**Run 1: sizing map**

The bar under the picture is 20 um long.
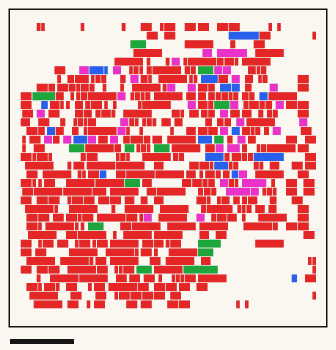
**Run 1: M4 wires**

Supply wires on this layer in grey. Cells faint in the background.
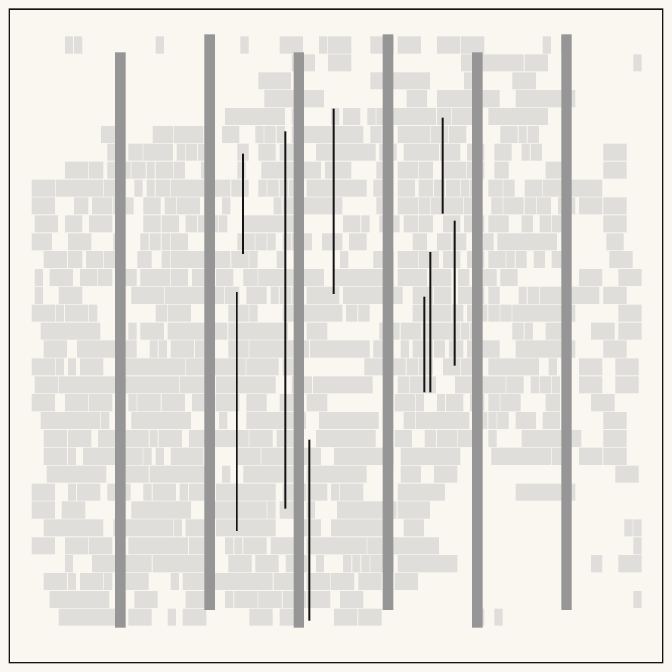
**Run 1: placed standard cells**

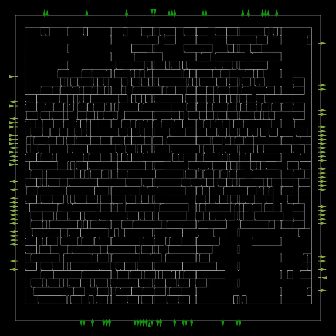
**Run 1: metal 3**

The bar under the picture is 20 um long.
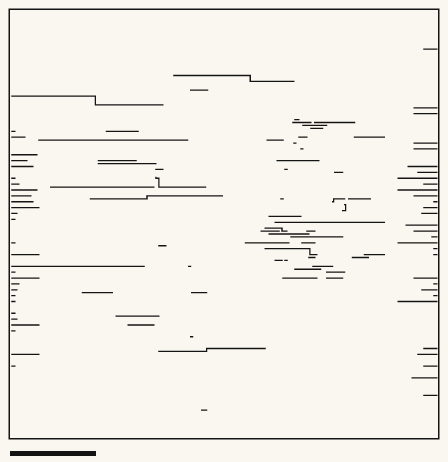
### config.mk
export PLATFORM = sky130hd
export DESIGN_NAME = imem_loader
export DESIGN_NICKNAME = d
export VERILOG_FILES = /design/src/rtl/imem_loader_pkg.sv /design/src/rtl/imem_loader_byte_word_packer.sv /design/src/rtl/imem_loader.sv
export SDC_FILE = /design/constraint.sdc
export NUM_CORES = 1
export LEC_CHECK = 0
export CAP_MARGIN = 20
export CORE_MARGIN = 3
export CORE_UTILIZATION = 47
export CTS_BUF_LIST = sky130_fd_sc_hd__clkbuf_8
export DETAILED_ROUTE_END_ITERATION = 12
export MAX_ROUTING_LAYER = met4
export PLACE_DENSITY = 0.79
export SYNTH_ARGS = -nofsm -noshare
export SYNTH_HDL_FRONTEND = slang
export SYNTH_HIERARCHICAL = 1
export SYNTH_SLANG_ARGS = --single-unit
export TNS_END_PERCENT = 1
### constraint.sdc
create_clock -name clk -period 2.5 [get_ports clk]
set_clock_uncertainty 0.15 [all_clocks]
set_input_delay 0.375 -clock clk [delete_from_list [all_inputs] [get_ports clk]]
set_output_delay 0.375 -clock clk [all_outputs]
set_load 0.03 [all_outputs]
### src/rtl/imem_loader_pkg.sv
// imem_loader_pkg
//   Shared definitions for the instruction-memory boot loader: FSM state
//   encoding, byte-packer index width and checksum width.
//   Build option: IMEM_LOADER_CHECKSUM_EN adds the CSUM state (trailing
//   XOR byte after the payload).
package imem_loader_pkg;

    typedef enum logic [3:0] {
        S_IDLE,
        S_LEN_LO,
        S_LEN_HI,
        S_DATA,
        S_WRITE,
        S_FIN,
`ifdef IMEM_LOADER_CHECKSUM_EN
        S_CSUM,
`endif
        S_DONE,
        S_ERR
    } state_t;

    localparam int WORD_W     = 32;  // packer is fixed at 4 bytes
    localparam int BYTE_IDX_W = 2;   // byte position within a word
    localparam int CSUM_W     = 8;   // running XOR of payload bytes

endpackage

### src/rtl/imem_loader_byte_word_packer.sv
// byte_word_packer
//   Assembles little-endian 32-bit words from a byte stream. Each pushed
//   byte enters at the top and shifts down, so after four pushes the first
//   byte sits in bits [7:0].
//   Ports: clk, rstn (async active-low), clear (restart at byte 0),
//          push (accept byte_in), byte_in[7:0],
//          word[31:0] (shift register), word_full (pulse with the 4th push).
module byte_word_packer
    import imem_loader_pkg::*;
(
    input  logic              clk,
    input  logic              rstn,
    input  logic              clear,
    input  logic              push,
    input  logic [7:0]        byte_in,
    output logic [WORD_W-1:0] word,
    output logic              word_full
);

    logic [BYTE_IDX_W-1:0] byte_idx;

    always_ff @(posedge clk or negedge rstn) begin
        if (!rstn) begin
            word     <= '0;
            byte_idx <= '0;
        end else if (clear) begin
            word     <= '0;
            byte_idx <= '0;
        end else if (push) begin
            word     <= {byte_in, word[WORD_W-1:8]};
            byte_idx <= byte_idx + 1'b1;
        end
    end

    assign word_full = push && (byte_idx == '1);

endmodule

### src/rtl/imem_loader.sv
// imem_loader
//   Boot-time instruction-memory programmer. Stream format: LEN lo, LEN hi,
//   then LEN*4 payload bytes (little-endian words), optionally followed by a
//   XOR checksum byte. Words are written to imem at consecutive indices
//   starting at 0. cpu_hold stays high until a full image has been loaded.
//   Build option: IMEM_LOADER_CHECKSUM_EN (trailing checksum byte checked).
//   Ports:
//     clk, rstn             clock, async active-low reset
//     en                    enable; low freezes all state and handshakes
//     start                 pulse, begins a load from IDLE/DONE/ERR
//     byte_in/valid/ready   byte stream handshake
//     imem_a/imem_wd/imem_we  imem write port
//     cpu_hold, done, error status
//     word_count            words written in the current load
module imem_loader
    import imem_loader_pkg::*;
#(
    parameter int DATA_WIDTH   = 32,  // only 32 is meaningful with the 4-byte packer
    parameter int MEM_CAPACITY = 10,
    parameter int LEN_WIDTH    = 16
) (
    input  logic                  clk,
    input  logic                  rstn,
    input  logic                  en,
    input  logic                  start,
    input  logic [7:0]            byte_in,
    input  logic                  byte_valid,
    output logic                  byte_ready,
    output logic [DATA_WIDTH-1:0] imem_a,
    output logic [DATA_WIDTH-1:0] imem_wd,
    output logic                  imem_we,
    output logic                  cpu_hold,
    output logic                  done,
    output logic                  error,
    output logic [LEN_WIDTH-1:0]  word_count
);

    localparam logic [LEN_WIDTH-1:0] CAP = LEN_WIDTH'(MEM_CAPACITY);
    localparam logic [LEN_WIDTH-1:0] ONE = LEN_WIDTH'(1);

    state_t               state, state_nx;
    logic [LEN_WIDTH-1:0] len;
    logic [LEN_WIDTH-1:0] len_full;
    logic [WORD_W-1:0]    word;
    logic                 word_full;
    logic                 accept;
    logic                 start_ok;
`ifdef IMEM_LOADER_CHECKSUM_EN
    logic [CSUM_W-1:0]    csum;
`endif

    assign accept   = byte_valid && byte_ready;  // byte_ready already includes en
    assign start_ok = en && start &&
                      (state == S_IDLE || state == S_DONE || state == S_ERR);
    // Full length as it becomes known on the high header byte.
    assign len_full = LEN_WIDTH'({byte_in, len[7:0]});

    byte_word_packer u_packer (
        .clk       (clk),
        .rstn      (rstn),
        .clear     (start_ok),
        .push      (accept && state == S_DATA),
        .byte_in   (byte_in),
        .word      (word),
        .word_full (word_full)
    );

    always_ff @(posedge clk or negedge rstn) begin
        if (!rstn) begin
            state      <= S_IDLE;
            len        <= '0;
            word_count <= '0;
`ifdef IMEM_LOADER_CHECKSUM_EN
            csum       <= '0;
`endif
        end else begin
            state <= state_nx;
            if (start_ok) begin
                len        <= '0;
                word_count <= '0;
`ifdef IMEM_LOADER_CHECKSUM_EN
                csum       <= '0;
`endif
            end else if (en) begin
                if (accept && state == S_LEN_LO) len <= LEN_WIDTH'(byte_in);
                if (accept && state == S_LEN_HI) len <= len_full;
                if (state == S_WRITE)            word_count <= word_count + ONE;
`ifdef IMEM_LOADER_CHECKSUM_EN
                if (accept && state == S_DATA)   csum <= csum ^ byte_in;
`endif
            end
        end
    end

    always_comb begin
        state_nx   = state;
        byte_ready = 1'b0;
        imem_we    = 1'b0;
        done       = (state == S_DONE);
        error      = (state == S_ERR);
        cpu_hold   = (state != S_DONE);
        if (start_ok) begin
            state_nx = S_LEN_LO;
        end else if (en) begin
            case (state)
                S_LEN_LO: begin
                    byte_ready = 1'b1;
                    if (accept) state_nx = S_LEN_HI;
                end
                S_LEN_HI: begin
                    byte_ready = 1'b1;
                    if (accept)
                        state_nx = (len_full > CAP) ? S_ERR :
                                   (len_full == '0) ? S_FIN : S_DATA;
                end
                S_DATA: begin
                    byte_ready = 1'b1;
                    if (word_full) state_nx = S_WRITE;
                end
                S_WRITE: begin
                    imem_we  = 1'b1;
                    state_nx = (word_count + ONE == len) ? S_FIN : S_DATA;
                end
`ifdef IMEM_LOADER_CHECKSUM_EN
                S_FIN: state_nx = S_CSUM;
                S_CSUM: begin
                    byte_ready = 1'b1;
                    if (accept) state_nx = (byte_in == csum) ? S_DONE : S_ERR;
                end
`else
                S_FIN: state_nx = S_DONE;
`endif
                default: ;
            endcase
        end
    end

    // Address is the current word count; both stay put through the WRITE cycle.
    assign imem_a  = DATA_WIDTH'(word_count);
    assign imem_wd = DATA_WIDTH'(word);

endmodule

==> results.py, run 1 <==
# Synthesis and PnR figures
metrics = {
    "detailed_routing": {
        "wl_met1_um": 4190,
        "postRouteAntennaNets": 0,
        "top_layer_used": "met4",
        "wire_per_inst_um": 16.0,
    },
    "clock_network": {
        "cts_buffer_depth": 2,
        "cts-resized-gates": 1,
        "cts_sinks": 69,
    },
    "global_route": {
        "grt_pass1_wl_um": 16300,
        "use_met2_pct": 32.3,
    },
    "sta": {
        "whs_ns": 0.336,
        "drv_slew": 0,
        "fmax_ghz": 0.419,
        "relSlewSlack_pct": 54.9,
    },
    "yosys": {
        "synth-edff-count": 0,
        "common_cells": "69 x dfrtp_1, 51 x nor2_1, 36 x mux2i_1",
        "top_area_share_pct": 42.3,
    },
    "outcome": {
        "status": "complete, no violations",
    },
    "final_layout": {
        "signal_buffers": 112,
        "fin_nets": 515,
        "lay_top_cells": "77 x clkdlybuf4s50_1, 67 x dfrtp_1, 51 x nor2_1, 36 x mux2i_1, 34 x nand2_1",
        "sh_seq_area_pct": 33.9,
        "nFlopsAndLatches": 69,
        "biggestCellCategory": "logic gates",
        "drive_gt1_share_pct": 13.9,
    },
    "place": {
        "dp.cells": 590,
    },
    "die": {
        "die_y_um": 99.2,
        "coreArea_mm2": 0.00834,
    },
    "pwr": {
        "p_sw_w": 0.00172,
        "power_frac_comb_pct": 41.5,
    },
    "run": {
        "tool_warnings": 26,
    },
}
About 'sizing map':
legend:
  blue:
    size: drive 2
    cells: 18
    share: 3.6%
  magenta:
    size: drive 3 to 4
    cells: 38
    share: 7.5%
  green:
    size: drive 6 and up
    cells: 14
    share: 2.8%
  red:
    size: drive 1 or less
    cells: 434
    share: 86%

About 'M4 wires':
main direction: vertical
nets with wire on the layer: 7
wire length on this layer: 235 um
longest straight run: 57.1 um
share of all routed wire: 2.4%
DRT Wirelength: 9770 um
via count: 3396

About 'placed standard cells':
final cell count without fillers: 609
TAP cells: 105

About 'metal 3':
nets with wire on the layer: 96
longest straight run: 34.5 um
Global Route met3 Usage: 4.91%

==> run 1: sequential cells by signal (all words and copies together), names as in the netlist <==
| name | count |
|---|---|
| u_packer/word | 32 |
| len | 16 |
| word_count | 16 |
| state | 3 |
| u_packer/byte_idx | 2 |
==> run 1: cell families after synthesis <==
| logic type | after synthesis | share of synthesized area [%] |
|---|---|---|
| mux | 36 | 8.83 |
| fa+ha+maj | 3 | 0.920 |
| flops | 69 | 42.3 |
| compound gates | 79 | 13.0 |
| buf+inv | 66 | 11.4 |
| xor+xnor | 23 | 5.71 |
| other cells | 1 | 0.0919 |
| simple gates | 143 | 17.7 |
**Run 1: routed metal, one colour a layer**

The bar under the picture is 20 um long.
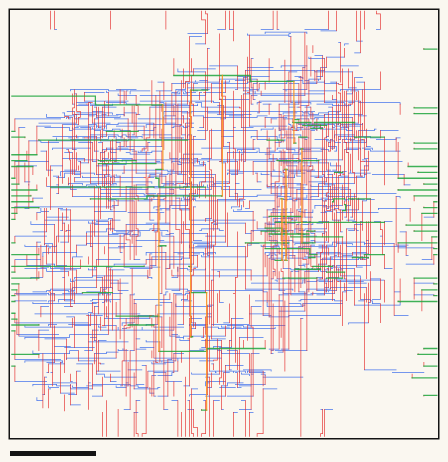

==> run 2: changes to the inputs <==
==> constraint.sdc (replaced) <==
create_clock -name clk -period 2.15 [get_ports clk]
set_clock_uncertainty 0.15 [all_clocks]
set_input_delay 0.3225 -clock clk [delete_from_list [all_inputs] [get_ports clk]]
set_output_delay 0.3225 -clock clk [all_outputs]
set_load 0.03 [all_outputs]
**Run 2: routed metal, one colour a layer**

The bar under the picture is 20 um long.
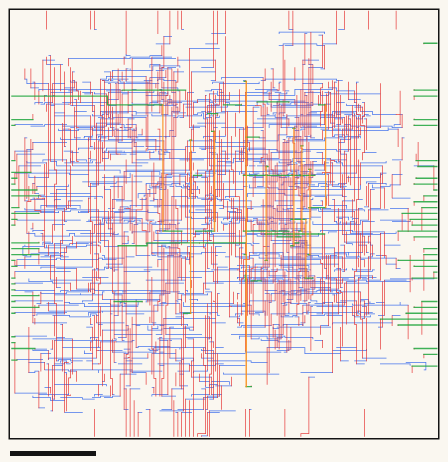
legend:
  green:
    layer: met3
    wire_length: 431 um
  red:
    layer: met2
    wire_length: 5160 um
  orange:
    layer: met4
    wire_length: 289 um
  blue:
    layer: met1
    wire_length: 4630 um
DRT Wirelength: 10500 um
GRT Total Usage: 22.4%

**Run 2: sizing map**

The bar under the picture is 20 um long.
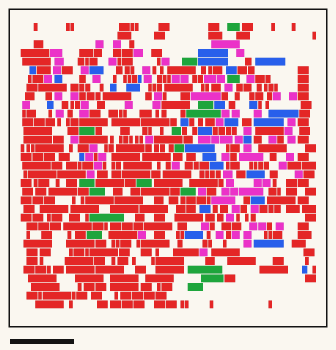
legend:
  magenta:
    size: drive 3 to 4
    cells: 82
    share: 15%
  red:
    size: drive 1 or less
    cells: 415
    share: 76%
  blue:
    size: drive 2
    cells: 29
    share: 5.3%
  green:
    size: drive 6 and up
    cells: 17
    share: 3.1%
P&R area growth vs syn: 35.9%
Non-clk bufs: 151
smallest setup slack after layout: -0.152 ns

==> results.py, run 2 <==
# Synthesis and PnR figures
metrics = {
    "yosys": {
        "synth-edff-count": 0,
        "synth_simple_gate_area_share_pct": 17.7,
        "synthAoiAreaFrac_pct": 13.0,
        "synth.comb.largest_family": "simple AND/OR/NAND/NOR gates",
        "mux_area_share_pct": 8.83,
        "adder_share_pct": 0.920,
        "common_cells": "69 x dfrtp_1, 51 x nor2_1, 36 x mux2i_1",
        "top_area_share_pct": 42.3,
        "ys_sh_xor_pct": 5.71,
    },
    "final_layout": {
        "lay_top_cells": "69 x buf_4, 66 x clkdlybuf4s50_1, 62 x dfrtp_1, 50 x nor2_1, 36 x mux2i_1",
        "largestRegisters": "u_packer/word: 32 flops, len: 16 flops, word_count: 16 flops",
        "inverters_excl_clock": 7,
        "regMostFlops": "u_packer/word",
        "fin_nets": 554,
        "stdcell_count": 648,
        "drive_gt1_share_pct": 23.6,
        "biggestCellCategory": "logic gates",
        "largest_reg_flops": 32,
        "sh_seq_area_pct": 31.3,
        "nFlopsAndLatches": 69,
    },
    "clock_network": {
        "cts-resized-gates": 12,
        "cts_tree": "yes",
        "cts_setup_buffers": 2,
        "cts_buffers": 9,
        "cts_sinks": 69,
        "cts_buffer_depth": 2,
    },
    "pwr": {
        "pg_seq_w": 0.00190,
        "p_sw_w": 0.00210,
        "power.leakage_nw": 2.67,
        "power_frac_comb_pct": 41.4,
        "switching_share_pct": 38.4,
    },
    "detailed_routing": {
        "postRouteAntennaNets": 0,
        "wire_per_inst_um": 16.2,
        "vias": 3510,
        "drc": 0,
    },
    "sta": {
        "relSlewSlack_pct": 56.8,
        "drv_slew": 0,
        "finalCriticalPeriod_ns": 2.30,
        "final.setup.tns_ns": -0.259,
        "worst_slack_ns": -0.152,
        "fmax_ghz": 0.434,
        "setup_viol": 2,
    },
    "outcome": {
        "status": "finished with violations",
        "violations": "setup timing",
    },
    "die": {
        "die_y_um": 99.2,
        "coreArea_mm2": 0.00834,
        "tap_cells": 105,
    },
    "worst_setup_path": {
        "critPathMaxFanout": 5,
    },
    "place": {
        "dp.cells": 629,
    },
    "run": {
        "tool_warnings": 29,
    },
}
==> run 2: cell counts after synthesis <==
Identical to the previous run, type by type.
==> run 2: metal layers <==
| layer | global-route usage (%) | wire length, um | up-vias |
|---|---|---|---|
| li1 | - | - | 1666 |
| met2 | 35.7 | 5160 | 113 |
| met3 | 2.45 | 431 | 22 |
| met5 | - | 0 | - |
| met4 | 9.03 | 289 | 0 |
| met1 | 29.5 | 4630 | 1709 |
==> run 2: worst reg2reg max path: stages, from the launching register on <==
cell and delay [ns]:
dfrtp_2 0.44, ha_4 0.17, buf_4 0.15, and3_2 0.19, nand3_1 0.14, a22o_1 0.17
nand4b_1 0.12, nor4_2 0.38, buf_4 0.18, a41o_1 0.15
**Run 2: metal 3**

The bar under the picture is 20 um long.
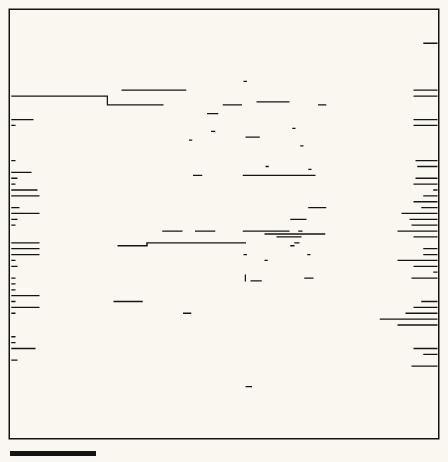

==> run 3: changes to the inputs <==
==> constraint.sdc (replaced) <==
create_clock -name clk -period 2.1 [get_ports clk]
set_clock_uncertainty 0.15 [all_clocks]
set_input_delay 0.315 -clock clk [delete_from_list [all_inputs] [get_ports clk]]
set_output_delay 0.315 -clock clk [all_outputs]
set_load 0.03 [all_outputs]
**Run 3: metal 3**

The bar under the picture is 20 um long.
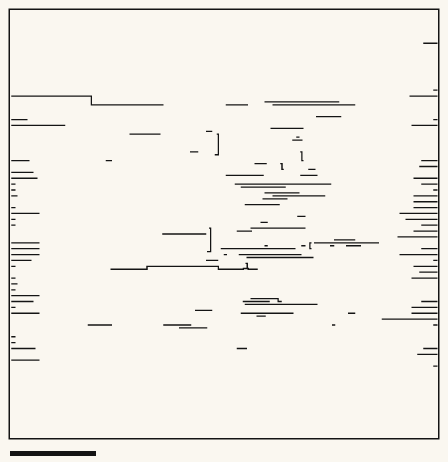
nets with wire on the layer: 96
share of all routed wire: 6.0%

**Run 3: sizing map**

The bar under the picture is 20 um long.
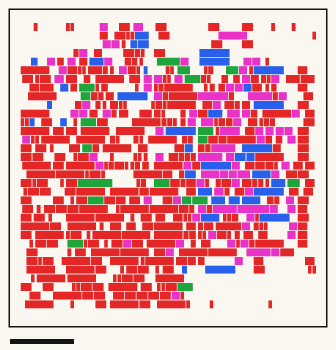
legend:
  magenta:
    size: drive 3 to 4
    cells: 90
    share: 16%
  blue:
    size: drive 2
    cells: 35
    share: 6.4%
  red:
    size: drive 1 or less
    cells: 404
    share: 74%
  green:
    size: drive 6 and up
    cells: 18
    share: 3.3%
P&R area growth vs syn: 36.6%
smallest setup slack after layout: -0.130 ns

==> results.py, run 3 <==
# Synthesis and PnR figures
metrics = {
    "outcome": {
        "status": "finished with violations",
        "violations": "setup timing",
    },
    "sta": {
        "finalCriticalPeriod_ns": 2.23,
        "setup_viol": 2,
        "whs_ns": 0.377,
        "relSlewSlack_pct": 54.5,
        "worst_slack_ns": -0.130,
        "fmax_ghz": 0.449,
        "final.setup.tns_ns": -0.197,
        "drv_slew": 0,
    },
    "yosys": {
        "common_cells": "69 x dfrtp_1, 51 x nor2_1, 36 x mux2i_1",
        "adder_share_pct": 0.920,
        "synth.comb.largest_family": "simple AND/OR/NAND/NOR gates",
        "synthAoiAreaFrac_pct": 13.0,
        "synth_simple_gate_area_share_pct": 17.7,
        "top_area_share_pct": 42.3,
        "ys_chip_area_mm2": 0.00408,
        "synth-edff-count": 0,
    },
    "clock_network": {
        "cts_buffer_depth": 2,
        "cts_tree": "yes",
        "cts_sinks": 69,
        "cts_buffers": 9,
        "cts-resized-gates": 37,
        "cts_setup_buffers": 5,
    },
    "worst_setup_path": {
        "critPathMaxFanout": 5,
    },
    "detailed_routing": {
        "postRouteWirelength_um": 10800,
        "vias": 3576,
        "postRouteAntennaNets": 0,
        "wire_per_inst_um": 16.6,
        "drc": 0,
    },
    "pwr": {
        "p_sw_w": 0.00223,
        "power.leakage_nw": 2.66,
        "pg_seq_w": 0.00196,
        "power_frac_comb_pct": 43.6,
    },
    "final_layout": {
        "stdcell_count": 652,
        "fin_nets": 558,
        "drive_gt1_share_pct": 26.1,
        "largest_reg_flops": 32,
        "lay_top_cells": "72 x buf_4, 58 x dfrtp_1, 57 x clkdlybuf4s50_1, 50 x nor2_1, 36 x mux2i_1",
        "regMostFlops": "u_packer/word",
    },
    "global_route": {
        "grt_pass1_wl_um": 17400,
    },
    "place": {
        "dp.cells": 630,
        "dpl.hpwl_um": 7350,
    },
    "run": {
        "tool_warnings": 29,
    },
}
## run 3: cell counts after synthesis
Identical to the previous run, type by type.
## run 3: cell type report
cell class	instances	share of cell area [%]
clock buffers	9	2.22
well taps	105	2.36
repair buffers	155	24.4
multi-input cells	300	37.9
inverters	7	0.471
clock inverters	7	1.44
flip-flops and latches	69	31.2
## run 3: metal layers
| layer | global-route usage [%] | share of wire (%) | vias to the layer above |
|---|---|---|---|
| met5 | - | 0 | - |
| met4 | 9.14 | 2.7 | 0 |
| met3 | 2.95 | 6.0 | 24 |
| met2 | 34.3 | 48 | 152 |
| met1 | 31.5 | 44 | 1727 |
| li1 | - | - | 1673 |
Power figures rest on the tool's default switching activity, not on a simulated workload.
